Placed cells, one colour a class:
The bar under the picture is 20 microns long.
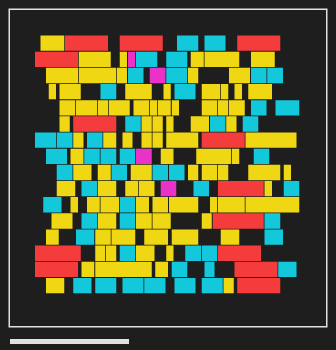
The clock network:
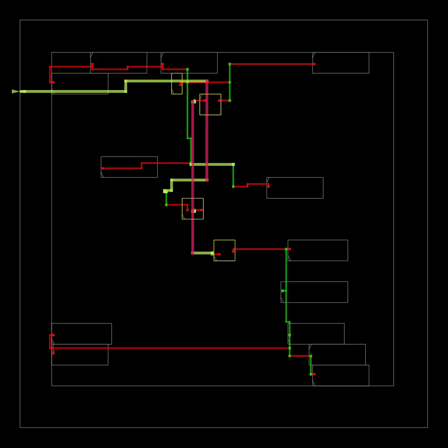
Clock distribution:
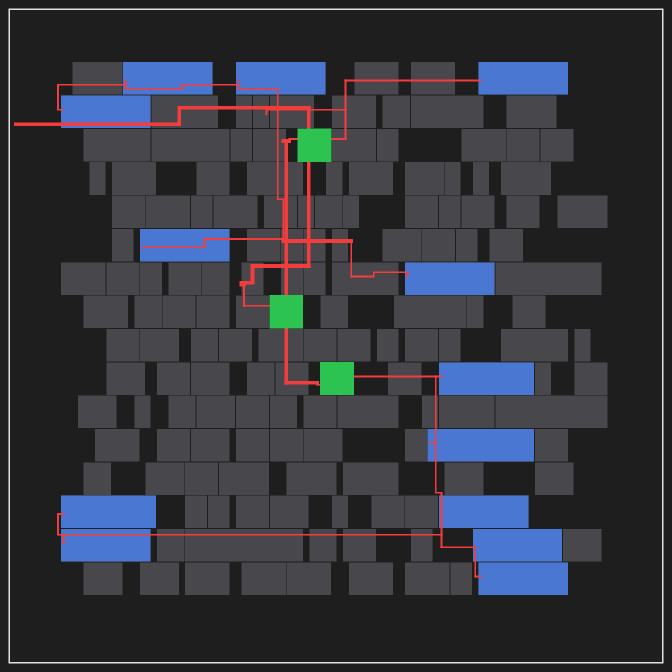
==> config.mk <==
export PLATFORM = sky130hd
export DESIGN_NAME = gate_deadtime
export DESIGN_NICKNAME = d
export VERILOG_FILES = /design/src/rtl/gate_deadtime.sv
export SDC_FILE = /design/constraint.sdc
export NUM_CORES = 1
export LEC_CHECK = 0
export CAP_MARGIN = 20
export CORE_MARGIN = 4
export CORE_UTILIZATION = 44
export DETAILED_ROUTE_END_ITERATION = 8
export PLACE_DENSITY_LB_ADDON = 0.05
export SETUP_SLACK_MARGIN = 0.1
export SYNTH_ARGS = -nofsm -noshare
export SYNTH_HDL_FRONTEND = slang
export SYNTH_SLANG_ARGS = --single-unit
export TNS_END_PERCENT = 10
==> constraint.sdc <==
create_clock -name i_clk -period 1.6 [get_ports i_clk]
set_input_delay 0.32 -clock i_clk [delete_from_list [all_inputs] [get_ports i_clk]]
set_output_delay 0.32 -clock i_clk [all_outputs]
set_load 0.02 [all_outputs]
==> CHANGELOG.md <==
### Changed

* Synth cell count leaders: 13 x dfxtp_1, 8 x a21oi_1, 7 x inv_1, 7 x o21ai_0, 6 x nor2b_1
* Largest register FFs at 8
* Clock Buffer Count at 4
* RD Place Congestion at approximately 0.91
* Clock Tree Buf Depth at 2
* Die X at 53.2 microns
* Avg Cell Area, Syn at ~8.5 sq um
* YS chip area at ~900 sq um
* Die Height at around 53 microns
* Core area at between 1500 and 2000 sq um
* Logic Gate Count at a little over 80
* Status: complete, but fails checks
* Count leader, synth: dfxtp_1
* Yosys top cell by area: dfxtp_1
* Layout cell share with drive strength beyond 1 at 0.406
* Arr. time, crit path at ~1900 ps
* Die ar. at 2830 sq um
* Final setup vio count at 7
* Aggregate global-route resource usage at 0.235
* Fraction of area in registers at 0.181
* P_leak at between 0.6 and 0.7 nW
* PwrDens at between 600 and 700 nW/um^2
* Drt drc at 0
* Largest area class, layout: logic gates
* PostCTS Resize Cnt at 16
* Vias in the first global route at about 1100
* Yosys Instances at approximately 110
* Top-area cell share at 0.290
* Post-route ant nets at 0
* Period utilization at 1.08
* Ant. Diodes at 0
* Synth area leaders: dfxtp_1 29%, a21oi_1 4.5%, nor2b_1 4.2%
* R2R cell count at 7
* Failing checks: negative setup slack
* Unique cell types at between 40 and 50
* Inverter count at 7
* Final Worst Setup Slack at -134 ps
* Data buffer area share at 0.278
* Post-synth regs at 13
* Post-Syn Instances at 106
* # Post-CTS Setup Buffers at 1
* NumNets Final at approximately 170
* OpenROAD warnings at 30
## Picture notes: 'placed cells, one colour a class'
| colour | class | cells | share of their area |
|---|---|---|---|
| cyan | other buffers and delay cells | 49 | 28% |
| red | flops | 13 | 19% |
| magenta | clock drivers and dummy loads | 4 | 1.8% |
| yellow | all other logic | 89 | 51% |
Final Cell Area: 1470 sq um
Layout Utilization: 0.756

## Picture notes: 'the clock network'
TritonCTS buffer count: 3
flop count: 13
clk pwr: 219 uW
Final Skew: 8.12 ps

## Picture notes: 'clock distribution'
[blue] flip-flops | count: 13
[green] cells driving clock nets | count: 3
[red] clock wires | length: 224 microns
flops lie: widely spread
routed clock nets: 4
clock share of power: 0.230
Late-Pin Clk Latency: 280 ps

-- layout by cell type (no fill, tap or decap), types with 2 or more instances in the layout --
master	Yosys	final
buf_4	0	29
clkdlybuf4s50_1	0	12
dfxtp_1	13	10
inv_1	7	6
nor2b_1	6	5
o21ai_0	7	5
nand2_1	5	5
a21oi_1	8	5
dlygate4sd2_1	0	5
nor3_1	5	4
a21oi_2	0	3
clkbuf_4	0	3
nor3b_2	1	2
nor3b_1	3	2
o21ai_1	0	2
o211ai_1	2	2
nor2_1	3	2
or3b_4	0	2
a32o_2	1	2
a32o_1	3	2
o32ai_2	0	2
nand3_1	2	2
nor4_1	2	2
dfxtp_2	0	2
-- cell families (layout without fill, tap and decap cells) --
family / after synthesis / in the layout / share of synthesized area
multiplexers: 1 / 1 / 0.0125
buffers and inverters: 11 / 60 / 0.0501
adder cells (fa/ha/maj): 2 / 2 / 0.0279
flip-flops: 13 / 13 / 0.290
AND-OR/OR-AND: 40 / 40 / 0.325
XOR/XNOR: 2 / 2 / 0.0195
AND/OR/NAND/NOR: 37 / 37 / 0.276
-- power by group --
group	switching [mW]	internal (mW)
logic	0.177	0.195
registers	0.0209	0.341
clock network	0.122	0.0968
-- worst max-delay path, stage by stage, from the launching register on --
cell and delay [ps]:
dfxtp_2 340, inv_2 70, buf_4 100, ha_2 170, or3b_4 390, o311a_1 290
o21ai_1 140, o22ai_1 110
-- metrics by stage --
step                hold WS (ps)  total power, mW
floorplan                    454            0.540
global placement             560            0.684
detailed placement           559            0.690
CTS                          577            0.904
global route                 614            0.997
finish                       602            0.953
-- metal layers --
metal	global-route usage	wire length, microns	vias to the layer above
met1	0.300	1340	501
li1	-	-	514
met4	0.0979	82	0
met5	0	0	-
met2	0.393	1490	42
met3	0.0310	153	12
Power is estimated from default activity; no workload was simulated.
